### src/rtl/sca_blk_pkg.sv
// ---------------------------------------------------------------------------
// sca_blk_pkg
// Shared constants and helpers for the SCA block allocator:
//   BLK_W      - width of an SCA block index
//   MAX_BLK    - largest pool the index width can address
//   FIFO_DEPTH - depth of the free-pool and digitise-queue FIFOs
//   CNT_W      - width of a FIFO occupancy count (0..FIFO_DEPTH)
//   preload_list() - reset contents of the free pool (blocks 1..nblk-1)
// ---------------------------------------------------------------------------
package sca_blk_pkg;

    localparam int unsigned BLK_W      = 4;
    localparam int unsigned MAX_BLK    = 16;
    localparam int unsigned FIFO_DEPTH = 16;
    localparam int unsigned CNT_W      = 5;

    typedef logic [BLK_W-1:0]                  blk_t;
    typedef logic [FIFO_DEPTH-1:0][BLK_W-1:0]  blk_list_t;

    // Block 0 is the block being written out of reset, so the free pool holds the rest.
    function automatic blk_list_t preload_list(input int unsigned nblk);
        blk_list_t l;
        l = '0;
        for (int unsigned i = 0; i < FIFO_DEPTH; i++) begin
            if (i + 1 < nblk) begin
                l[i] = blk_t'(i + 1);
            end
        end
        return l;
    endfunction

endpackage

### src/rtl/blk_fifo.sv
// ---------------------------------------------------------------------------
// blk_fifo
// 16 x 4 synchronous FIFO of SCA block indices, first-word fall-through.
//   CLK, RST    - clock, asynchronous active-high reset
//   push_i/din_i - write port; a push to a full FIFO is dropped (drop_o)
//                  unless a pop happens in the same cycle
//   pop_i       - read port; ignored while empty
//   dout_o      - head entry, valid while !empty_o
//   cnt_o       - registered occupancy, cnt_d_o its next-state value
// PRELOAD=1 fills the FIFO with blocks 1..NBLK-1 on reset.
// TMR=1 triplicates the pointer/count registers with majority voting.
// ---------------------------------------------------------------------------
module blk_fifo
    import sca_blk_pkg::*;
#(
    parameter bit          PRELOAD = 1'b0,
    parameter int unsigned NBLK    = 12,
    parameter int unsigned TMR     = 0
) (
    input  logic             CLK,
    input  logic             RST,
    input  logic             push_i,
    input  blk_t             din_i,
    input  logic             pop_i,
    output blk_t             dout_o,
    output logic             empty_o,
    output logic [CNT_W-1:0] cnt_o,
    output logic [CNT_W-1:0] cnt_d_o,
    output logic             drop_o
);

    localparam blk_list_t        MemRst = PRELOAD ? preload_list(NBLK) : '0;
    localparam logic [CNT_W-1:0] CntRst = PRELOAD ? CNT_W'(NBLK - 1) : '0;
    // Control word layout: {wptr, rptr, cnt}
    localparam logic [12:0]      CtlRst = {CntRst[3:0], 4'd0, CntRst};

    blk_list_t   mem_q, mem_d;
    logic [12:0] ctl_d, ctl_v;
    logic [3:0]  wptr, rptr;
    logic [4:0]  cnt;
    logic        full, pop_eff, push_eff;

    assign {wptr, rptr, cnt} = ctl_v;

    always_comb begin
        empty_o  = (cnt == '0);
        full     = (cnt == CNT_W'(FIFO_DEPTH));
        pop_eff  = pop_i && !empty_o;
        push_eff = push_i && (!full || pop_eff);
        drop_o   = push_i && !push_eff;
        mem_d    = mem_q;
        if (push_eff) begin
            mem_d[wptr] = din_i;
        end
        unique case ({push_eff, pop_eff})
            2'b10:   cnt_d_o = cnt + 5'd1;
            2'b01:   cnt_d_o = cnt - 5'd1;
            default: cnt_d_o = cnt;
        endcase
        ctl_d = {wptr + {3'b000, push_eff}, rptr + {3'b000, pop_eff}, cnt_d_o};
    end

    assign dout_o = mem_q[rptr];
    assign cnt_o  = cnt;

    always_ff @(posedge CLK or posedge RST) begin
        if (RST) begin
            mem_q <= MemRst;
        end else begin
            mem_q <= mem_d;
        end
    end

    if (TMR != 0) begin : g_tmr
        logic [12:0] ctl_q [3];
        for (genvar k = 0; k < 3; k++) begin : g_rep
            always_ff @(posedge CLK or posedge RST) begin
                if (RST) begin
                    ctl_q[k] <= CtlRst;
                end else begin
                    ctl_q[k] <= ctl_d;
                end
            end
        end
        assign ctl_v = (ctl_q[0] & ctl_q[1]) | (ctl_q[0] & ctl_q[2]) | (ctl_q[1] & ctl_q[2]);
    end else begin : g_single
        logic [12:0] ctl_q;
        always_ff @(posedge CLK or posedge RST) begin
            if (RST) begin
                ctl_q <= CtlRst;
            end else begin
                ctl_q <= ctl_d;
            end
        end
        assign ctl_v = ctl_q;
    end

endmodule

### src/rtl/sca_blk_alloc.sv
// ---------------------------------------------------------------------------
// sca_blk_alloc
// SCA storage-block pool manager downstream of the block-cycle controller.
//   CLK, RST        - clock, asynchronous active-high reset
//   NBSEL, ENAREG   - controller strobes: pop next free block / advance CURBLK
//   LCTYENA, NOLCT  - current block goes to the digitise queue / back to free pool
//   RTN_VLD/RTN_BLK - digitiser returns a block, RTN_ACK pulses one cycle later
//   DQ_RD/DQ_BLK/DQ_EMPTY - FWFT digitise queue towards the digitiser
//   CURBLK          - block currently being written
//   DSCAFULL/DLSCAFULL - free pool empty / at or below LOWMARK
//   OVFL            - sticky error: LCT block lost, full push, or bad return
//   FREECNT         - free-pool occupancy
// Optional macro SCA_BLK_DUPCHK_EN adds an in-use bitmap that rejects
// returns of blocks that are not currently allocated.
// ---------------------------------------------------------------------------
module sca_blk_alloc
    import sca_blk_pkg::*;
#(
    parameter int unsigned NBLK    = 12,
    parameter int unsigned LOWMARK = 2,
    parameter int unsigned TMR     = 0
) (
    input  logic             CLK,
    input  logic             RST,
    input  logic             NBSEL,
    input  logic             ENAREG,
    input  logic             LCTYENA,
    input  logic             NOLCT,
    input  logic             RTN_VLD,
    input  logic [BLK_W-1:0] RTN_BLK,
    output logic             RTN_ACK,
    input  logic             DQ_RD,
    output logic [BLK_W-1:0] DQ_BLK,
    output logic             DQ_EMPTY,
    output logic [BLK_W-1:0] CURBLK,
    output logic             DSCAFULL,
    output logic             DLSCAFULL,
    output logic             OVFL,
    output logic [CNT_W-1:0] FREECNT
);

    localparam bit DscaRst  = (NBLK - 1 == 0);
    localparam bit DlscaRst = (NBLK - 1 <= LOWMARK);

    blk_t             curblk_q, curblk_d, nxtblk_q, nxtblk_d;
    logic             nxt_vld_q, nxt_vld_d;
    logic             ovfl_q, ovfl_d, rtn_ack_q, rtn_ack_d;
    logic             dsca_q, dsca_d, dlsca_q, dlsca_d;
    logic             nolct_ok, rtn_ok, nolct_push, rtn_take, rtn_push, bad_blk, lct_lost;
    logic             free_push, free_pop, free_empty, free_drop, dq_push, dq_drop;
    blk_t             free_head, free_din;
    logic [CNT_W-1:0] free_cnt_d, dq_cnt, dq_cnt_d;
    logic             unused_dq;

    always_comb begin
        curblk_d  = curblk_q;
        nxtblk_d  = nxtblk_q;
        nxt_vld_d = nxt_vld_q;
        if (ENAREG) begin
            // Without a fresh block the current one is simply overwritten.
            if (nxt_vld_q) begin
                curblk_d = nxtblk_q;
            end
            nxt_vld_d = 1'b0;
        end
        free_pop = NBSEL && !free_empty;
        if (NBSEL) begin
            nxt_vld_d = !free_empty;
            if (!free_empty) begin
                nxtblk_d = free_head;
            end
        end
        // An LCT block can only be kept if there is somewhere else to write next.
        dq_push    = LCTYENA && nxt_vld_d;
        lct_lost   = LCTYENA && !nxt_vld_d;
        nolct_push = NOLCT && nolct_ok;
        rtn_take   = RTN_VLD && !nolct_push;
        rtn_push   = rtn_take && rtn_ok;
        bad_blk    = (NOLCT && !nolct_ok) || (rtn_take && !rtn_ok);
        free_push  = nolct_push || rtn_push;
        free_din   = nolct_push ? curblk_q : RTN_BLK;
        rtn_ack_d  = rtn_take;
    end

    // Kept apart from the block above: these depend on FIFO outputs fed by it.
    assign ovfl_d  = ovfl_q | lct_lost | bad_blk | free_drop | dq_drop;
    assign dsca_d  = (free_cnt_d == '0);
    assign dlsca_d = (free_cnt_d <= CNT_W'(LOWMARK));

`ifdef SCA_BLK_DUPCHK_EN
    logic [MAX_BLK-1:0] inuse_q, inuse_d;

    assign nolct_ok = inuse_q[curblk_q] && (32'(curblk_q) < NBLK);
    assign rtn_ok   = inuse_q[RTN_BLK] && (32'(RTN_BLK) < NBLK);

    always_comb begin
        inuse_d = inuse_q;
        if (nolct_push) begin
            inuse_d[curblk_q] = 1'b0;
        end
        if (rtn_push) begin
            inuse_d[RTN_BLK] = 1'b0;
        end
        if (free_pop) begin
            inuse_d[free_head] = 1'b1;
        end
    end

    always_ff @(posedge CLK or posedge RST) begin
        if (RST) begin
            inuse_q <= MAX_BLK'(1);
        end else begin
            inuse_q <= inuse_d;
        end
    end
`else
    assign nolct_ok = 1'b1;
    assign rtn_ok   = 1'b1;
`endif

    always_ff @(posedge CLK or posedge RST) begin
        if (RST) begin
            curblk_q  <= '0;
            nxtblk_q  <= '0;
            nxt_vld_q <= 1'b0;
            ovfl_q    <= 1'b0;
            rtn_ack_q <= 1'b0;
            dsca_q    <= DscaRst;
            dlsca_q   <= DlscaRst;
        end else begin
            curblk_q  <= curblk_d;
            nxtblk_q  <= nxtblk_d;
            nxt_vld_q <= nxt_vld_d;
            ovfl_q    <= ovfl_d;
            rtn_ack_q <= rtn_ack_d;
            dsca_q    <= dsca_d;
            dlsca_q   <= dlsca_d;
        end
    end

    blk_fifo #(
        .PRELOAD (1'b1),
        .NBLK    (NBLK),
        .TMR     (TMR)
    ) u_free (
        .CLK     (CLK),
        .RST     (RST),
        .push_i  (free_push),
        .din_i   (free_din),
        .pop_i   (free_pop),
        .dout_o  (free_head),
        .empty_o (free_empty),
        .cnt_o   (FREECNT),
        .cnt_d_o (free_cnt_d),
        .drop_o  (free_drop)
    );

    blk_fifo #(
        .PRELOAD (1'b0),
        .NBLK    (NBLK),
        .TMR     (TMR)
    ) u_dq (
        .CLK     (CLK),
        .RST     (RST),
        .push_i  (dq_push),
        .din_i   (curblk_q),
        .pop_i   (DQ_RD),
        .dout_o  (DQ_BLK),
        .empty_o (DQ_EMPTY),
        .cnt_o   (dq_cnt),
        .cnt_d_o (dq_cnt_d),
        .drop_o  (dq_drop)
    );

    assign unused_dq = ^{dq_cnt, dq_cnt_d};

    assign CURBLK    = curblk_q;
    assign OVFL      = ovfl_q;
    assign RTN_ACK   = rtn_ack_q;
    assign DSCAFULL  = dsca_q;
    assign DLSCAFULL = dlsca_q;

endmodule

### config.mk
export PLATFORM = sky130hd
export DESIGN_NAME = sca_blk_alloc
export DESIGN_NICKNAME = d
export VERILOG_FILES = /design/src/rtl/sca_blk_pkg.sv /design/src/rtl/blk_fifo.sv /design/src/rtl/sca_blk_alloc.sv
export SDC_FILE = /design/constraint.sdc
export NUM_CORES = 1
export LEC_CHECK = 0
export CAP_MARGIN = 30
export CORE_ASPECT_RATIO = 1.75
export CORE_UTILIZATION = 55
export DETAILED_ROUTE_END_ITERATION = 8
export PLACE_DENSITY = 0.8
export SLEW_MARGIN = 30
export SYNTH_ARGS = -nofsm -noshare
export SYNTH_HDL_FRONTEND = slang
export SYNTH_SLANG_ARGS = --single-unit
### constraint.sdc
create_clock -name CLK -period 8.1 [get_ports CLK]
set_clock_uncertainty 0.2 [all_clocks]
set_input_delay 2.025 -clock CLK [delete_from_list [all_inputs] [get_ports CLK]]
set_output_delay 2.025 -clock CLK [all_outputs]
set_load 0.03 [all_outputs]
==> run notes <==
impl run done, here's what came out: status finished clean, final hold slack 289.6 ps, Ports 30, sequential share of power 0.407, gpl congestion slightly above 0.9, final-report max-slew violation count 0, Avg WL per Cell approximately 22 um, crit path max fanout 7, critical path class in -> reg, critical path depth 11, HP Class reg -> reg, hold endpoint u_dq.mem_q[8], DR vias 4783, r2r startpoint u_free.ctl_v[2], CP peak stage delay 680 ps, post-route ant nets 0, total clock sinks 167, crit-path cells clkdlybuf4s50_1 > or3_1 > nand2_1 > ha_1 > xor2_1 > ha_1 > nor4b_1 > mux2_2 > nor3_1 > or4b_2 > a31oi_1, hold path depth 1, Met2 Routed Length between 10 and 15 mm, Compound Share, Synth 0.03852, first drt pass iteration count 4, CTS root buffer clkbuf_16, YS chip area 8185 um^2, Tap Cells 180, number of warnings issued by yosys 0, number of DRC markers in iteration 0 roughly 220, most frequent cells in the layout dfrtp_1 (140), mux2_2 (108), nand2_1 (31), Combinational Power Share 0.384, Core Util, Final 0.6359, EDFF count, synth 0, Crit. Startpoint NBSEL, Flop+latch power roughly 0.0016 W, minimum clock period 5135 ps, Adder Share, Synth 0.02385, Top power group registers, Setup TNS Final 0 ps, met2 Use GR 0.4700, critical path capture point DLSCAFULL, initial antenna violation count 0
[state kept, by name, indices dropped and copies added (netlist names)]
signal	flops
RTN_ACK	1
OVFL	1
nxtblk_q	4
u_free.ctl_v	13
DLSCAFULL	1
DSCAFULL	1
CURBLK	4
nxt_vld_q	1
u_free.mem_q	64
u_dq.ctl_v	13
u_dq.mem_q	64
[per-stage QoR]
step | power (W) | worst slack, ps | cell area [um^2] | std cells
6_report | 0.003866 | 2965 | 9183 | 792
2_1_floorplan | 0.002622 | 1400 | 8185 | 578
3_5_place_dp | 0.003073 | 2574 | 8576 | 760
3_3_place_gp | 0.002972 | 2663 | 8574 | 760
5_1_grt | 0.004067 | 2732 | 9183 | 792
4_1_cts | 0.003881 | 2992 | 9174 | 792
**Cell placement**

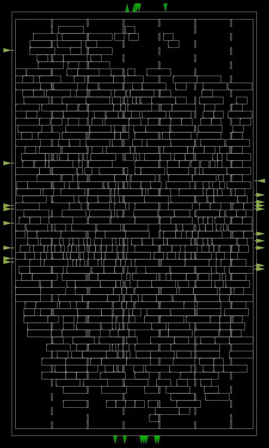
Finished Layout Cells: 792
FF+latch count: 167
total core area: 14440 um^2

**Cell classes on the final placement**

Scale: 2 px per um. Fill, decap, tap and diode cells in grey.
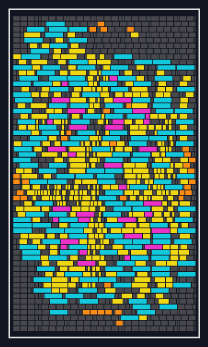
colour	class	cells	share of their area
magenta	clock drivers and dummy loads	32	6.7%
orange	other buffers and delay cells	33	3.6%
cyan	flops	167	47%
yellow	combinational and other logic	380	43%

Power is estimated from default activity; no workload was simulated.
